==> run_1/final_placement.png <==
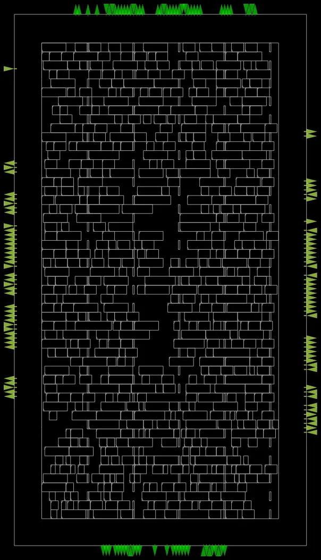
==> run_1/drive_strength.png <==
Bar = 20 um.
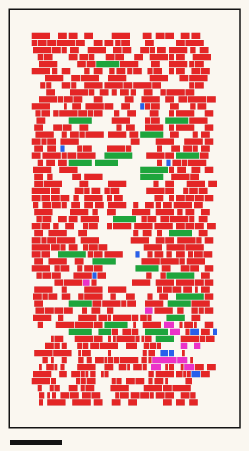
==> run_1/metal_stack.png <==
Bar = 20 um.
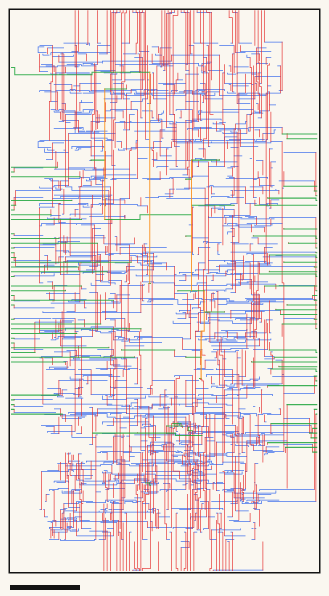
==> config.mk <==
export PLATFORM = sky130hd
export DESIGN_NAME = rgb_first_dispatch
export DESIGN_NICKNAME = d
export VERILOG_FILES = /design/src/rtl/rgb_pkg.sv /design/src/rtl/rgb_out_slot.sv /design/src/rtl/rgb_first_dispatch.sv
export SDC_FILE = /design/constraint.sdc
export NUM_CORES = 1
export LEC_CHECK = 0
export CORE_ASPECT_RATIO = 2
export CORE_MARGIN = 8
export CORE_UTILIZATION = 45
export CTS_CLUSTER_DIAMETER = 30
export DETAILED_ROUTE_END_ITERATION = 6
export PLACE_DENSITY_LB_ADDON = 0.1
export SKIP_CTS_REPAIR_TIMING = 1
export SKIP_LAST_GASP = 1
export SYNTH_ARGS = -nofsm -noshare
export SYNTH_HDL_FRONTEND = slang
export SYNTH_HIERARCHICAL = 1
export SYNTH_SLANG_ARGS = --single-unit
==> constraint.sdc <==
create_clock -name clk -period 3.1 [get_ports clk]
set_input_delay 0.31 -clock clk [delete_from_list [all_inputs] [get_ports clk]]
set_output_delay 0.31 -clock clk [all_outputs]
set_load 0.03 [all_outputs]
==> job_summary.md, run 1 <==
### Flow metrics

| Metric | Value |
|---|---|
| Clock Tree Buf Depth | 2 |
| Biggest area cells | dfxtp_1, mux2i_1, nor2b_1 |
| Unique cell type count in the Yosys netlist | 31 |
| Worst Hold Class | input port to flop |
| Num Clock Sinks | approximately 120 |
| Crit-path max FO | 4 |
| Final Power | 0.00393 W |
| # clk buffers | 19 |
| Die Area | 14200 um^2 |
| FP Util | 45.7% |
| CTS tree | yes |
| Final Max Slew Viols | 0 |
| Worst path arrival time | 1.97 ns |
| Adder-Cell Fraction of Synth Area | 0.265% |
| Min Tclk post-route | about 2.3 ns |
| Clock share of power | 53.0% |
| Post-Route Setup TNS | 0 ns |
| Pre-CTS setup slack | 0.769 ns |
| Cell internal pwr | 0.00310 W |
| Reg area | 2320 um^2 |
| Sequential share of power | 39.2% |
| Net switching power | about 0.00083 W |
| Flop share of the area | between 30% and 40% |
| Final clock-cell share | under 10% |
| Logic area | 2160 um^2 |
| FF+latch count, synth | 116 |
| CP Capture Type | output port |
| Relative slew slack | 56.1% |
| Cell count along the critical path | 6 |
| Inverters | 7 |
| Hold depth | 3 |
| Number of enable flip-flop cells | 0 |
| Slowest cell on crit path | clkdlybuf4s50_1 |
| Share of layout cells above drive strength 1 | 7.60% |
| Die height | roughly 160 um |
| Largest cell class | registers |
| Taps Inserted | roughly 140 |
| Syn. warnings | 6 |
| Post-synth top cells | dfxtp_1, mux2i_1, nor2b_1 |
| CTS clk-pin slew, worst paths | approximately 0.050 ns |
| Flops | 116 |
| Gr ovfl total | 0 |
| 1st-pass router iterations | 5 |
| Crit path largest cell delay | 0.61 ns |
| Most numerous cell in the Yosys netlist | dfxtp_1 |
| CTS Buf Count | 17 |
| Max Cap Violations | 0 |
| Buf/Inv on CP | 2 |
| Routability cong. | between 0.7 and 0.8 |
| Clock root cell | clkbuf_16 |
| Synthesized cell area | 4730 um^2 |
| Mux area share | 21.4% |
| VDD IR max | 0.419 mV |
| AO/OA Area Share | approximately 3.7% |
| Placement Rows | 53 |
| Vias per cell | 4.83 |
| Logic family by area | multiplexers |
| Yosys simple share | between 10% and 20% |
| Antenna Cells | 0 |
| Comb/total area | 31.4% |
| Largest net degree at the start of global routing | 86 |
| Mean Syn Cell Area | 11.0 um^2 |
| Outcome | complete, no violations |
| # nets final | 617 |
| Non-filler cells, final | 729 |
| Cells in synth_stat.txt | approximately 430 |
| Power Density | approximately 570 nW/um^2 |
| Yosys top cell by area | dfxtp_1 |
| Detailed placer's ending HPWL | about 8 mm |
Notes on final_placement.png above:
fin util: 66.5%
Core Region: 10300 um^2

Notes on drive_strength.png above:
legend:
  drive 6 and up:
    colour: green
    cells: 25
  drive 1 or less:
    colour: red
    cells: 547
  drive 3 to 4:
    colour: magenta
    cells: 10
  drive 2:
    colour: blue
    cells: 10
final worst slack: 0.824 ns
Signal buffers: 156
Post-Layout Inst Area: 6880 um^2
area grow syn2layout: 45.4%

Notes on metal_stack.png above:
legend:
  met1:
    colour: blue
    wire_length: 5160 um
  met3:
    colour: green
    wire_length: 997 um
  met4:
    colour: orange
    wire_length: 161 um
  met2:
    colour: red
    wire_length: 5570 um
final WL: 11.9 mm
GRT Overall Usage: 17.3%
vias: 3519
WL per Instance: 16.3 um

run 1: power by group through the flow:
| stage | Combinational [W] | Sequential (W) | Clock, W |
|---|---|---|---|
| 2_1_floorplan | 0.000119 | 0.00162 | 0 |
| 3_3_place_gp | 0.000309 | 0.00157 | 0 |
| 3_5_place_dp | 0.000310 | 0.00157 | 0 |
| 4_1_cts | 0.000312 | 0.00154 | 0.00213 |
| 5_1_grt | 0.000329 | 0.00154 | 0.00220 |
| 6_report | 0.000308 | 0.00154 | 0.00208 |
run 1: layer usage:
metal	GRT usage, %	routed length (um)	part of all wire [%]
met1	20.3	5160	43
met2	26.7	5570	47
met3	7.53	997	8.4
met4	6.75	161	1.4
met5	0	0	0
==> inputs of run 2 (changes only) <==
Settings changed: CORE_UTILIZATION 45 to 42.
Clock period 3.1 ns to 2 ns, I/O delays scaled along.
==> run_2/met3.png <==
Bar = 20 um.
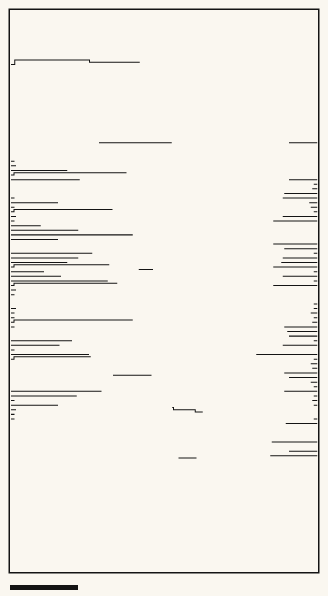
wire length on this layer: 926 um
main direction: horizontal
met3 Usage GRT: 7.74%
vias: 3475
final WL: 11.8 mm

==> run_2/final_placement.png <==
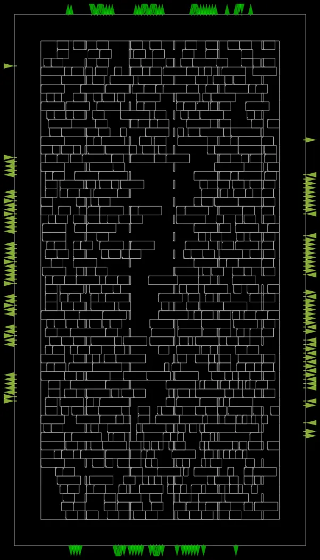
fin util: 62.8%
Fillers: 953
Core Region: 11100 um^2

==> job_summary.md, run 2 <==
### Flow metrics

| Metric | Value |
|---|---|
| Cells in synth_stat.txt | 429 |
| Relative slew slack | 38.7% |
| Gr ovfl total | 0 |
| Clock root cell | clkbuf_16 |
| Die X-Extent | roughly 91 um |
| Logic area | 2160 um^2 |
| Placement Rows | 55 |
| Final Power | 0.00591 W |
| Met1 WL | 5.35 mm |
| Slowest cell on crit path | or2_2 |
| First-pass GRT wire length | 19.3 mm |
| Biggest consumer | clock |
| GRT Overall Usage | 15.8% |
| Most numerous cell in the Yosys netlist | dfxtp_1 |
| Hold depth | 3 |
| Post-Layout Inst Area | about 7000 um^2 |
| Post-Route Setup TNS | 0 ns |
| Syn Inst Count | 429 |
| CTS tree | yes |
| Net Sw Frac | 22.6% |
| Crit path largest cell delay | 0.35 ns |
| Worst Hold Class | input port to flop |
| IO buf count | 151 |
| Vias per cell | 4.66 |
| Final Max Slew Viols | 0 |
| Die height | 166 um |
| Number of enable flip-flop cells | 0 |
| Endpoints failing setup | 0 |
| Grt peak-use layer | met2 |
| Reg area | 2320 um^2 |
| DRT iter0 DRCs | roughly 150 |
| Met3 wire len | 926 um |
| Net switching power | 0.00134 W |
| Cells on worst reg2reg path | 7 |
| CTS Buf Count | 17 |
| Cell internal pwr | between 0.004 and 0.005 W |
| Clk pwr | 0.00302 W |
| CTS clk-pin slew, worst paths | about 0.060 ns |
| CP startpoint kind | flop |
| Num Clock Sinks | 116 |
| Worst path arrival time | roughly 2.1 ns |
| Crit-path max FO | 21 |
| Antenna Cells | 0 |
| Power of the sequential group | about 0.0024 W |
| Yosys top cell by area | dfxtp_1 |
| Die Area | 15100 um^2 |
| Outcome | complete, no violations |
| Min Tclk post-route | 1.79 ns |
| Mean Syn Cell Area | 11.0 um^2 |
| Unique cell type count in the Yosys netlist | 31 |
| Comb pwr | 0.000500 W |
| FF+latch count, synth | about 120 |
| Area grow syn2layout | 48.0% |
| CP Capture Type | flop |
| Synthesized cell area | 4730 um^2 |
| Power Density | 844 nW/um^2 |
| Non-filler cells, final | 745 |
| Yosys stat chip area | 4730 um^2 |
| Met1 Use GR | 19.2% |
| VDD IR max | ~0.61 mV |
| Routed length on met2 | around 5.5 mm |
| Final worst slack | 0.214 ns |
| Max Cap Violations | 0 |
| WL per Instance | 15.9 um |
| Clock share of power | 51.2% |
| 1st-pass router iterations | 4 |
| Met2 GRT Util | 23.3% |
| # nets final | roughly 630 |
| Critical Setup Path Class | flop to flop |
| Uppermost routed layer | met4 |
| FP Util | 42.4% |
| Buf/Inv on CP | 1 |
| Routability cong. | just over 0.7 |
| Post-synth top cells | dfxtp_1, mux2i_1, nor2b_1 |
| Largest net degree at the start of global routing | roughly 110 |
| Share of layout cells above drive strength 1 | 9.62% |
| Sequential share of power | 40.4% |
| Detailed placer's ending HPWL | between 8 and 9 mm |
| Cell count along the critical path | 7 |
| Biggest area cells | dfxtp_1, mux2i_1, nor2b_1 |
| Syn. warnings | 6 |
-- run 2: cells by family (layout without fill, tap and decap cells) --
family                     after synthesis  count (layout)  synth area share, %
muxes                                  101             101                 21.4
buffers and inverters                   30             204                 5.85
and+or+nand+nor                        155             155                 19.3
adders and majority gates                1               1                0.265
xor gates and xnor gates                 2               2                0.370
AOI/OAI and AO/OA                       24              24                 3.70
DFF                                    116             116                 49.1
-- run 2: cell type report --
cell class / count / area share [%]
sequential: 116 / 33.2
multi-input combinational: 283 / 30.9
timing repair buffer: 165 / 24.4
clock buffer: 21 / 6.86
tap: 142 / 2.54
clock inverter: 11 / 1.79
inverter: 7 / 0.375
No activity file was given, so power comes from the tool's default toggle rates.
